==> src/rtl/puf_pkg.sv <==
// Shared encodings for the PUF response read-back path.
// Main sequencer and UART byte transmitter state types.
package puf_pkg;

    typedef enum logic [2:0] {
        IDLE,
        RD,
        WAIT,
        SEND,
        NEXT,
        FIN
    } main_state_e;

    typedef enum logic [1:0] {
        U_IDLE,
        U_START,
        U_DATA,
        U_STOP
    } uart_state_e;

    localparam int DEF_DATA_W = 32;
    localparam int BYTES_PER_WORD = DEF_DATA_W / 8;

    function automatic int bytes_per_word(input int dw);
        return dw / 8;
    endfunction

endpackage

==> src/rtl/uart_tx_byte.sv <==
// 8N1 UART byte transmitter with a registered tx line.
// tx_ready is high only when idle; a byte is taken on tx_valid && tx_ready.
module uart_tx_byte
    import puf_pkg::*;
#(
    parameter int CLKS_PER_BIT = 434
) (
    input  logic       clk,
    input  logic       rst,
    input  logic [7:0] tx_data,
    input  logic       tx_valid,
    output logic       tx_ready,
    output logic       tx
);

    localparam int CNT_W = $clog2(CLKS_PER_BIT);
    localparam logic [CNT_W-1:0] BIT_END = CNT_W'(CLKS_PER_BIT - 1);
    // The idle cycle after U_STOP is the final stop-bit cycle, so a
    // pending byte can start on the very next cycle.
    localparam logic [CNT_W-1:0] STOP_END = CNT_W'(CLKS_PER_BIT - 2);

    uart_state_e      state_q, state_d;
    logic [CNT_W-1:0] cnt_q, cnt_d;
    logic [2:0]       bit_q, bit_d;
    logic [7:0]       sh_q, sh_d;
    logic             tx_q, tx_d;

    always_ff @(posedge clk or negedge rst) begin
        if (!rst) begin
            state_q <= U_IDLE;
            cnt_q   <= '0;
            bit_q   <= '0;
            sh_q    <= '0;
            tx_q    <= 1'b1;
        end else begin
            state_q <= state_d;
            cnt_q   <= cnt_d;
            bit_q   <= bit_d;
            sh_q    <= sh_d;
            tx_q    <= tx_d;
        end
    end

    always_comb begin
        state_d  = state_q;
        cnt_d    = cnt_q;
        bit_d    = bit_q;
        sh_d     = sh_q;
        tx_d     = tx_q;
        tx_ready = (state_q == U_IDLE);
        unique case (state_q)
            U_IDLE: begin
                if (tx_valid) begin
                    state_d = U_START;
                    cnt_d   = '0;
                    sh_d    = tx_data;
                    tx_d    = 1'b0;
                end
            end
            U_START: begin
                if (cnt_q == BIT_END) begin
                    state_d = U_DATA;
                    cnt_d   = '0;
                    bit_d   = '0;
                    tx_d    = sh_q[0];
                end else begin
                    cnt_d = cnt_q + 1'b1;
                end
            end
            U_DATA: begin
                if (cnt_q == BIT_END) begin
                    cnt_d = '0;
                    if (bit_q == 3'd7) begin
                        state_d = U_STOP;
                        tx_d    = 1'b1;
                    end else begin
                        bit_d = bit_q + 1'b1;
                        sh_d  = sh_q >> 1;
                        tx_d  = sh_q[1];
                    end
                end else begin
                    cnt_d = cnt_q + 1'b1;
                end
            end
            U_STOP: begin
                if (cnt_q == STOP_END) begin
                    state_d = U_IDLE;
                    cnt_d   = '0;
                end else begin
                    cnt_d = cnt_q + 1'b1;
                end
            end
            default: begin
                state_d = U_IDLE;
                tx_d    = 1'b1;
            end
        endcase
    end

    assign tx = tx_q;

endmodule

==> src/rtl/puf_resp_uart_reader.sv <==
// Reads a range of PUF response words from RAM and streams them,
// LSB byte first, over a UART TX line to the host.
module puf_resp_uart_reader
    import puf_pkg::*;
#(
    parameter int DATA_W       = 32,
    parameter int ADDR_W       = 5,
    parameter int RD_LAT       = 1,
    parameter int CLKS_PER_BIT = 434
) (
    input  logic              clk,
    input  logic              rst,
    input  logic              start,
    input  logic [ADDR_W-1:0] base_addr,
    input  logic [ADDR_W:0]   word_cnt,
    output logic [ADDR_W-1:0] ram_addr,
    output logic              ram_rden,
    input  logic [DATA_W-1:0] ram_q,
    output logic              tx,
    output logic              busy,
    output logic              done
);

    localparam int BPW = bytes_per_word(DATA_W);
    localparam int IDX_W = (BPW > 1) ? $clog2(BPW) : 1;
    localparam logic [IDX_W-1:0] LAST_IDX = IDX_W'(BPW - 1);
    localparam logic [1:0] LAT_END = 2'(RD_LAT - 1);

    main_state_e       state_q, state_d;
    logic [ADDR_W-1:0] addr_q, addr_d;
    logic [ADDR_W-1:0] ram_addr_q, ram_addr_d;
    logic [ADDR_W:0]   words_q, words_d;
    logic [DATA_W-1:0] word_q, word_d;
    logic [IDX_W-1:0]  idx_q, idx_d;
    logic [1:0]        lat_q, lat_d;
    logic              busy_q, busy_d;
    logic              done_q, done_d;

    logic              tx_valid;
    logic              tx_ready;
    logic [7:0]        tx_byte;
    logic [ADDR_W-1:0] addr_inc;
    logic [ADDR_W:0]   words_dec;

    always_ff @(posedge clk or negedge rst) begin
        if (!rst) begin
            state_q    <= IDLE;
            addr_q     <= '0;
            ram_addr_q <= '0;
            words_q    <= '0;
            word_q     <= '0;
            idx_q      <= '0;
            lat_q      <= '0;
            busy_q     <= 1'b0;
            done_q     <= 1'b0;
        end else begin
            state_q    <= state_d;
            addr_q     <= addr_d;
            ram_addr_q <= ram_addr_d;
            words_q    <= words_d;
            word_q     <= word_d;
            idx_q      <= idx_d;
            lat_q      <= lat_d;
            busy_q     <= busy_d;
            done_q     <= done_d;
        end
    end

    assign tx_byte = 8'(word_q >> {idx_q, 3'b000});

    always_comb begin
        state_d    = state_q;
        addr_d     = addr_q;
        ram_addr_d = ram_addr_q;
        words_d    = words_q;
        word_d     = word_q;
        idx_d      = idx_q;
        lat_d      = lat_q;
        busy_d     = busy_q;
        done_d     = 1'b0;
        ram_rden   = 1'b0;
        tx_valid   = 1'b0;
        addr_inc   = addr_q + 1'b1;
        words_dec  = words_q - 1'b1;
        unique case (state_q)
            IDLE: begin
                if (start) begin
                    addr_d  = base_addr;
                    words_d = word_cnt;
                    busy_d  = 1'b1;
                    if (word_cnt == '0) begin
                        state_d = FIN;
                    end else begin
                        state_d    = RD;
                        ram_addr_d = base_addr;
                    end
                end
            end
            RD: begin
                ram_rden = 1'b1;
                lat_d    = '0;
                state_d  = WAIT;
            end
            WAIT: begin
                if (lat_q == LAT_END) begin
                    word_d  = ram_q;
                    idx_d   = '0;
                    state_d = SEND;
                end else begin
                    lat_d = lat_q + 2'd1;
                end
            end
            SEND: begin
                tx_valid = 1'b1;
                if (tx_ready) begin
                    if (idx_q == LAST_IDX) begin
                        state_d = NEXT;
                    end else begin
                        idx_d = idx_q + 1'b1;
                    end
                end
            end
            NEXT: begin
                addr_d  = addr_inc;
                words_d = words_dec;
                if (words_dec != '0) begin
                    state_d    = RD;
                    ram_addr_d = addr_inc;
                end else begin
                    state_d = FIN;
                end
            end
            FIN: begin
                // tx_ready doubles as "last stop bit finished".
                if (tx_ready) begin
                    done_d  = 1'b1;
                    busy_d  = 1'b0;
                    state_d = IDLE;
                end
            end
            default: begin
                state_d = IDLE;
                busy_d  = 1'b0;
            end
        endcase
    end

    uart_tx_byte #(
        .CLKS_PER_BIT(CLKS_PER_BIT)
    ) u_uart (
        .clk     (clk),
        .rst     (rst),
        .tx_data (tx_byte),
        .tx_valid(tx_valid),
        .tx_ready(tx_ready),
        .tx      (tx)
    );

    assign ram_addr = ram_addr_q;
    assign busy     = busy_q;
    assign done     = done_q;

endmodule

==> config.mk <==
export PLATFORM = sky130hd
export DESIGN_NAME = puf_resp_uart_reader
export DESIGN_NICKNAME = d
export VERILOG_FILES = /design/src/rtl/puf_pkg.sv /design/src/rtl/uart_tx_byte.sv /design/src/rtl/puf_resp_uart_reader.sv
export SDC_FILE = /design/constraint.sdc
export NUM_CORES = 1
export LEC_CHECK = 0
export CELL_PAD_IN_SITES_DETAIL_PLACEMENT = 1
export CELL_PAD_IN_SITES_GLOBAL_PLACEMENT = 1
export CORE_UTILIZATION = 30
export CTS_CLUSTER_DIAMETER = 100
export DETAILED_ROUTE_END_ITERATION = 8
export PLACE_DENSITY = 0.59
export SLEW_MARGIN = 10
export SYNTH_ARGS = -nofsm -noshare
export SYNTH_HDL_FRONTEND = slang
export SYNTH_SLANG_ARGS = --single-unit
==> constraint.sdc <==
create_clock -name clk -period 1.95 [get_ports clk]
set_input_delay 0.4875 -clock clk [delete_from_list [all_inputs] [get_ports clk]]
set_output_delay 0.4875 -clock clk [all_outputs]
set_load 0.005 [all_outputs]
run_1/layer_met1.png
The bar under the picture is 20 um long. Cells faint in the background.
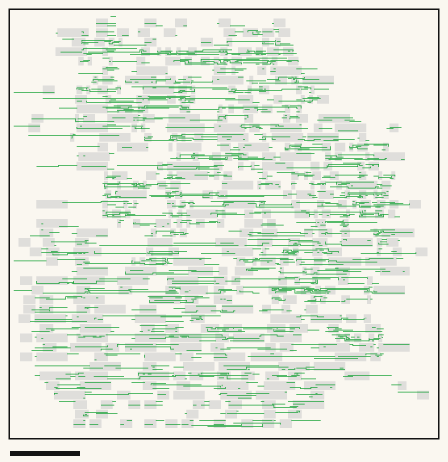
The longest straight run is 39.6 um. The layer holds 46% of the routed length.

run_1/layer_met2.png
The bar under the picture is 20 um long. Cells faint in the background.
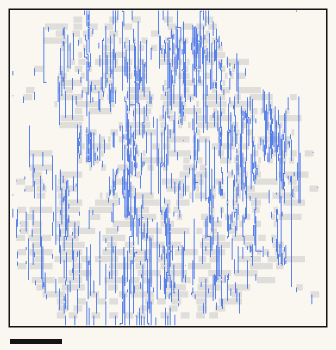
The layer holds 50% of the routed length. 462 nets have wire on it. The wires run mostly vertical. The layer carries 5220 um of wire. The longest straight run is 41.1 um.

==> results_dict.tcl, run 1 <==
# place-and-route summary
set metrics [dict create \
    final_nets 529 \
    status "finished clean" \
    timing.slew.headroom 0.689 \
    grt_max_degree 50 \
    ff_type "dfrtp_1" \
    diodes 0 \
    drt_iter0_drc 117 \
    post-route-min-period_ns 1.91 \
    final_cell_mix "dfrtp_1, clkdlybuf4s50_1, mux2_2" \
    avgSynthCellArea_um2 11.3 \
    drc 0 \
    ant_nets 0 \
    num_rows 43 \
    crit_type "register to register" \
    clk_pin_slew_worst_paths_ns 0.06 \
    fmax_ghz 0.523 \
    rsz0062_at_grt "true" \
    synth-edff-count 0 \
    tns_ns 0 \
    largest_reg_flops 32 \
    gp_congestion 0.757 \
    routed_wl_um 10400 \
    reg2reg_to "u_uart.sh_q[1]" \
    clock_skew_ns 0.00798 \
    cts_root_buf "clkbuf_16" \
    die_x_um 122 \
    postPlaceCellArea_um2 5280 \
    layout-drive-gt1-share 0.296 \
    grtUsageTotal 0.154 \
    syn2layout_area_growth_pct 31.7 \
    startpoint "u_uart.cnt_q[6]" \
    top_regs "word_q x32, u_uart.cnt_q x9, u_uart.sh_q x8" \
    synth_warnings 0 \
]
run_1/layer_met3.png
The bar under the picture is 20 um long. Cells faint in the background.
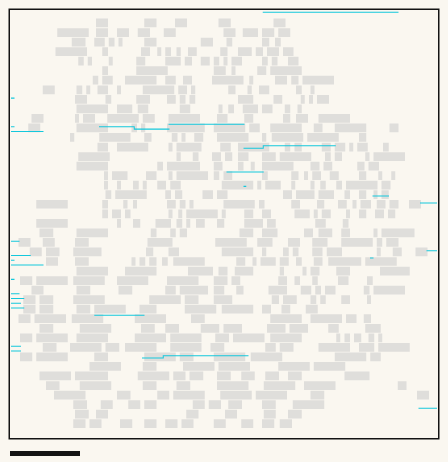
The layer carries 224 um of wire. The wires run mostly horizontal. 20 nets have wire on it.

-- run 1: area by class of cell --
cell class              instances  area (um2)
fillers                      1537        8300
multi-input cells             266        2180
well taps                     180         225
clock inverters                 6        76.3
repair buffers                 96         908
inverters                      15        56.3
flip-flops and latches         80        2010
clock buffers                  10         239
-- run 1: cells in the mapped netlist (7+ instances only) --
cell / instances / area, um2
a21oi_1: 16 / 80.1
nand3_1: 14 / 70.1
ha_1: 15 / 188
nor3_1: 7 / 35.0
buf_2: 7 / 35.0
nand2b_1: 9 / 56.3
nor2_1: 19 / 71.3
dfrtp_1: 79 / 1980
clkbuf_1: 8 / 30.0
mux2i_1: 9 / 90.1
o21ai_0: 22 / 110
nand2_1: 28 / 105
mux2_2: 43 / 484
inv_1: 15 / 56.3
-- run 1: logic make-up after synthesis --
kind of cell	after synthesis	share of synthesized area
multiplexers	66	0.199
flip-flops	80	0.464
XOR/XNOR	9	0.0182
adder cells (fa/ha/maj)	15	0.0434
buffers and inverters	36	0.0440
AND-OR/OR-AND	73	0.108
AND/OR/NAND/NOR	103	0.124
-- run 1: critical path, cell delays in order (launching register included) --
cell and delay, ns:
dfrtp_1 0.39, nand4b_4 0.20, or4_4 0.52, o21ai_2 0.16, nand2b_1 0.08, buf_6 0.14, mux2_4 0.29
-- run 1: metal layers --
layer  routed length [um]  vias up  GRT usage
met1                 4820     1606      0.191
met3                  223       10     0.0421
met5                    0        -          0
met4                  141        0     0.0440
met2                 5220       30      0.261
li1                     -     1545          -
-- run 1: what timing repair did --
item                                    CTS  global route
setup buffers                             0             5
pin swaps                                 0             3
resized                                   4            12
hold buffers                              1             0
hold endpoints to repair                  2             0
endpoints found under the setup margin    8            17
-- run 1: power by group --
part	internal, mW	switching [mW]
sequential	1.70	0.0218
combinational	0.146	0.0752
clock	1.05	0.716
run_1/congestion.png
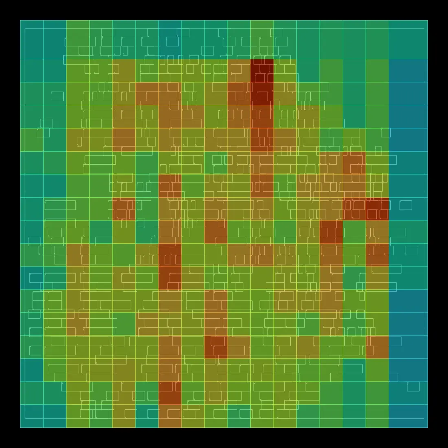

==> run 1 -> run 2 <==
--- a/config.mk
+++ b/config.mk
@@ -5,12 +5,14 @@
 export SDC_FILE = /design/constraint.sdc
 export NUM_CORES = 1
 export LEC_CHECK = 0
+export ABC_AREA = 1
 export CELL_PAD_IN_SITES_DETAIL_PLACEMENT = 1
 export CELL_PAD_IN_SITES_GLOBAL_PLACEMENT = 1
 export CORE_UTILIZATION = 30
 export CTS_CLUSTER_DIAMETER = 100
 export DETAILED_ROUTE_END_ITERATION = 8
-export PLACE_DENSITY = 0.59
+export PLACE_DENSITY = 0.61
+export SETUP_SLACK_MARGIN = 0.4
 export SLEW_MARGIN = 10
 export SYNTH_ARGS = -nofsm -noshare
 export SYNTH_HDL_FRONTEND = slang
run_2/congestion.png
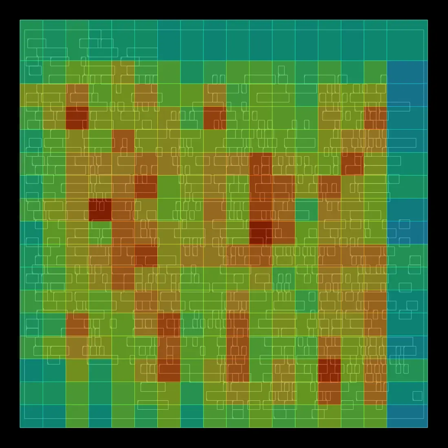
DR WL/cell: 15.5 um
Core Util, Final: 0.429

run_2/layer_met3.png
The bar under the picture is 20 um long. Cells faint in the background.
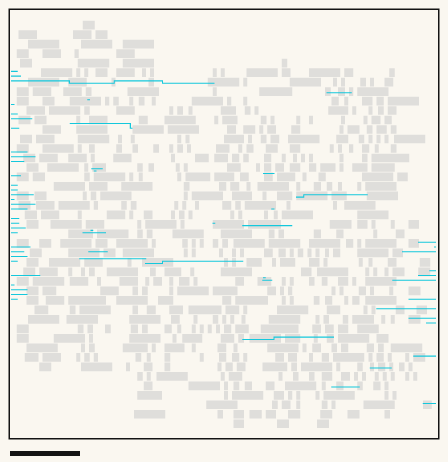
The wires run mostly horizontal. 51 nets have wire on it. The layer holds 3.4% of the routed length. The layer carries 404 um of wire.

==> results_dict.tcl, run 2 <==
# place-and-route summary
set metrics [dict create \
    synth-edff-count 0 \
    ant_nets 0 \
    wl_met3_um 403 \
    drt_iter0_drc 143 \
    syn2layout_area_growth_pct 38.1 \
    ff_type "dfrtp_1" \
    post-route-min-period_ns 1.58 \
    cts.sinks 80 \
    cts_setup_buffers 18 \
    drc 0 \
    fmax_ghz 0.633 \
    tns_ns 0 \
    avgSynthCellArea_um2 9.00 \
    grt_max_degree 30 \
    largest_area_cell "dfrtp_1" \
    num_rows 43 \
    diodes 0 \
    die_x_um 123 \
    clk_pin_slew_worst_paths_ns 0.06 \
    gp_congestion 0.745 \
    layout-drive-gt1-share 0.266 \
    rsz0062_at_grt "true" \
    status "finished clean" \
    final_cell_mix "nand2_1, dfrtp_1, nand3_1, clkdlybuf4s50_1, buf_4" \
    final_nets 643 \
    cts_hold_buf 0 \
    top_regs "word_q x32, u_uart.cnt_q x9, u_uart.sh_q x8" \
    routed_wl_um 11900 \
    crit_type "register to primary output" \
    synth_top_area_share 0.453 \
    routed.top_layer "met4" \
    met2WireLength_um 6070 \
    largest_reg_flops 32 \
    timing.slew.headroom 0.701 \
    top_cells_by_area "dfrtp_1, nand2_1, mux2_4" \
]
run_2/layer_met2.png
The bar under the picture is 20 um long. Cells faint in the background.
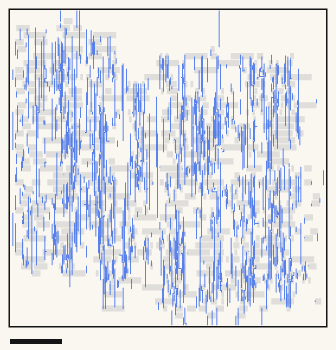
The longest straight run is 47.9 um. 562 nets have wire on it. The layer holds 51% of the routed length.

run 2: layer usage:
| layer | track usage | vias up |
|---|---|---|
| met5 | 0 | - |
| met4 | 0.0488 | 0 |
| met3 | 0.0400 | 17 |
| met2 | 0.313 | 71 |
| met1 | 0.201 | 1806 |
| li1 | - | 1798 |
run 2: cell families after synthesis:
kind of cell    synth area share
buf+inv                   0.0562
compound gates            0.0656
flops                      0.459
simple gates               0.256
fa+ha+maj                 0.0430
xor+xnor                  0.0160
mux                        0.104
run 2: where the power goes:
part | switching (mW) | internal [mW]
sequential | 0.512 | 2.39
combinational | 2.76 | 2.43
clock | 0.716 | 1.29
run 2: final timing paths:
check / endpoint / start / slack (ns)
setup / recovery: ram_rden / state_q[2] / 0.37
hold / removal: words_q[4] / rst / 0.09
setup reg to reg: state_q[2] / state_q[2] / 0.39
hold reg to reg: u_uart.sh_q[1] / u_uart.sh_q[1] / 0.47
max in group asynchronous: u_uart.tx / rst / 1.29
min in group clk: u_uart.sh_q[1] / u_uart.sh_q[1] / 0.47
run 2: layout make-up:
| cell class | instances | area [um2] |
|---|---|---|
| clock inverter | 6 | 115 |
| sequential | 80 | 2010 |
| multi-input combinational | 352 | 2360 |
| tap | 180 | 225 |
| fill | 1615 | 8010 |
| inverter | 42 | 180 |
| timing repair buffer | 97 | 902 |
| clock buffer | 10 | 239 |
run 2: through the flow:
stage,util,power (mW),area (um2)
6_report,0.429,10.1,6030
3_5_place_dp,0.368,7.22,5160
2_1_floorplan,-,5.99,4370
4_1_cts,0.413,9.85,5800
5_1_grt,0.429,10.9,6030
3_3_place_gp,0.368,7.03,5160
run 2: critical path, stage by stage (launching register included):
cell	delay (ns)
dfrtp_2	0.42
inv_2	0.06
nand2_2	0.04
nor2_2	0.10
buf_2	0.13
run_2/layer_met1.png
The bar under the picture is 20 um long. Cells faint in the background.
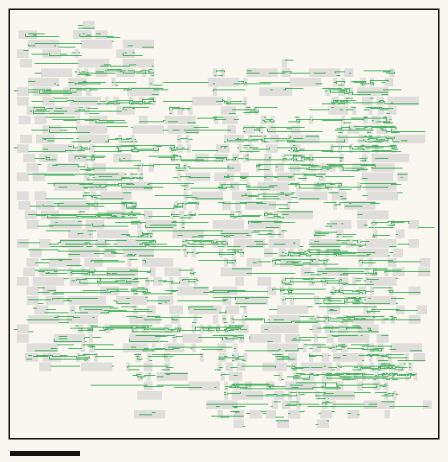

==> run 2 -> run 3 <==
--- a/config.mk
+++ b/config.mk
@@ -11,7 +11,7 @@
 export CORE_UTILIZATION = 30
 export CTS_CLUSTER_DIAMETER = 100
 export DETAILED_ROUTE_END_ITERATION = 8
-export PLACE_DENSITY = 0.61
+export PLACE_DENSITY = 0.59
 export SETUP_SLACK_MARGIN = 0.4
 export SLEW_MARGIN = 10
 export SYNTH_ARGS = -nofsm -noshare
==> constraint.sdc (replaced) <==
create_clock -name clk -period 1.6 [get_ports clk]
set_input_delay 0.4 -clock clk [delete_from_list [all_inputs] [get_ports clk]]
set_output_delay 0.4 -clock clk [all_outputs]
set_load 0.005 [all_outputs]
run_3/layer_met1.png
The bar under the picture is 20 um long. Cells faint in the background.
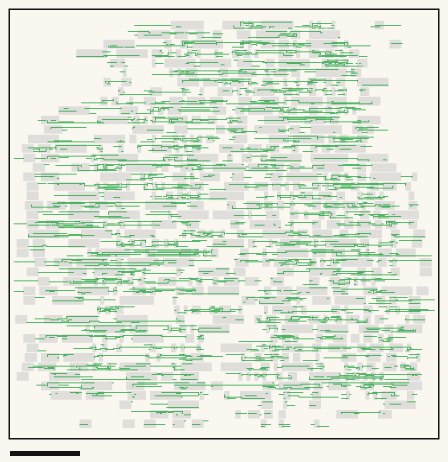
The wires run mostly horizontal. 641 nets have wire on it. The layer carries 5910 um of wire. The layer holds 43% of the routed length. The longest straight run is 38.2 um.

run_3/congestion.png
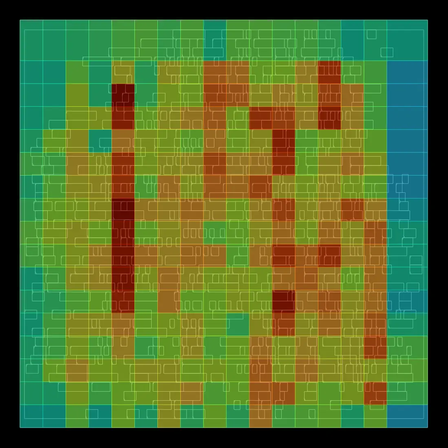
GR peak layer: met2
met1 Track Usage GR: 0.221
DR WL/cell: 16.7 um
met2 Usage GRT: 0.313
Core Util, Final: 0.495

==> results_dict.tcl, run 3 <==
# place-and-route summary
set metrics [dict create \
    seq_cell_count 80 \
    fmax_ghz 0.626 \
    buffers 151 \
    synth_top_area_share 0.453 \
    drt_iter0_drc 132 \
    gp_congestion 0.785 \
    largest_area_cell "dfrtp_1" \
    sh_comb_area 0.395 \
    layout-drive-gt1-share 0.448 \
    finalPower_mw 14.5 \
    cp_cell_sequence "inv_2 -> nor3_4 -> nand3_4 -> o21ai_4 -> nand2_4 -> nand2_2 -> nand2_2" \
    avgSynthCellArea_um2 9.00 \
    rsz0062_at_grt "true" \
    routed_wl_um 13700 \
    num_rows 43 \
    ff_latch_area_um2 2010 \
    buf_share 0.208 \
    logic_gate_count 351 \
    cpPeakStageDelay_ns 0.40 \
    die_x_um 123 \
    tns_ns 0 \
    taps 180 \
    crit_type "register to register" \
    path_buffers 1 \
    dominant-cell-class "combinational gates" \
    clock_buffers 12 \
    critical_path.slowest_cell "dfrtp_1" \
    clkCellAreaFrac 0.0466 \
    grt_pass1_vias 4152 \
    final_nets 697 \
    syn2layout_area_growth_pct 59.3 \
    top_regs "word_q x32, u_uart.cnt_q x9, u_uart.sh_q x8" \
    layout.filler_cells 1535 \
    num_vias 3941 \
    combGateArea_um2 2750 \
    routed.top_layer "met4" \
    cts.sinks 80 \
    diodes 0 \
    grt_max_degree 34 \
    clk_pin_slew_worst_paths_ns 0.06 \
    inv_count 43 \
    cts_setup_buffers 18 \
    timing.slew.headroom 0.734 \
    crit_family "simple AND/OR/NAND/NOR gates" \
    drc 0 \
    status "finished clean" \
    final_cell_mix "nand2_1, dfrtp_1, buf_4" \
    wl_met3_um 329 \
    ant_nets 0 \
    port_buffers 54 \
]
run_3/layer_met3.png
The bar under the picture is 20 um long. Cells faint in the background.
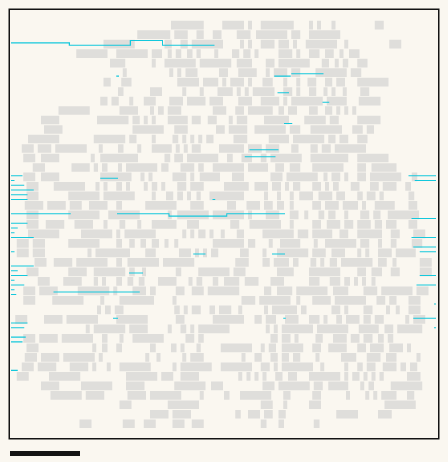
The layer carries 329 um of wire. The layer holds 2.4% of the routed length. 43 nets have wire on it.

[run 3: cell counts after synthesis]
No cell type changed its count.
[run 3: path summary, 6_finish.rpt]
kind	startpoint	to	slack, ns	cells past startpoint
min	ram_addr[2]	ram_addr[2]	0.48	2
max in group asynchronous	rst	word_q[25]	0.55	3
max reg2reg	u_uart.cnt_q[7]	u_uart.sh_q[6]	0.002	7
min reg2reg	ram_addr[2]	ram_addr[2]	0.48	2
max	u_uart.cnt_q[7]	u_uart.sh_q[6]	0.002	7
min in group asynchronous	rst	lat_q[0]	0.54	2
[run 3: per-layer routing]
metal	global-route usage	vias up
met3	0.0260	16
met2	0.313	56
met1	0.221	1953
li1	-	1916
met4	0.0617	0
met5	0	-
[run 3: metrics by stage]
step                hold WS [ns]  cells  utilization  cell area (um2)
CTS                        0.484    785        0.438             6150
floorplan                  0.104    485            -             4480
global route               0.499    821        0.495             6950
global placement           0.352    747        0.391             5480
detailed placement         0.358    747        0.391             5480
finish                     0.477    821        0.495             6950
[run 3: power by group]
group | internal [mW] | switching [mW]
Combinational | 4.24 | 4.38
Clock | 1.42 | 0.844
Sequential | 2.91 | 0.669
Total | 8.57 | 5.89
[run 3: worst reg2reg max path, cell delays in order (launching register included)]
cell	delay (ns)
dfrtp_1	0.40
inv_2	0.07
nor3_4	0.26
nand3_4	0.15
o21ai_4	0.33
nand2_4	0.14
nand2_2	0.10
nand2_2	0.04
[run 3: cells by family (layout without fill, tap and decap cells)]
kind of cell    after synthesis  count (layout)  share of synthesized area
xor+xnor                      8               8                     0.0160
flops                        80              80                      0.459
buf+inv                      55             210                     0.0562
mux                          31              31                      0.104
fa+ha+maj                    15              15                     0.0430
compound gates               47              47                     0.0656
simple gates                249             250                      0.256
Power and IR drop assume default switching activity.
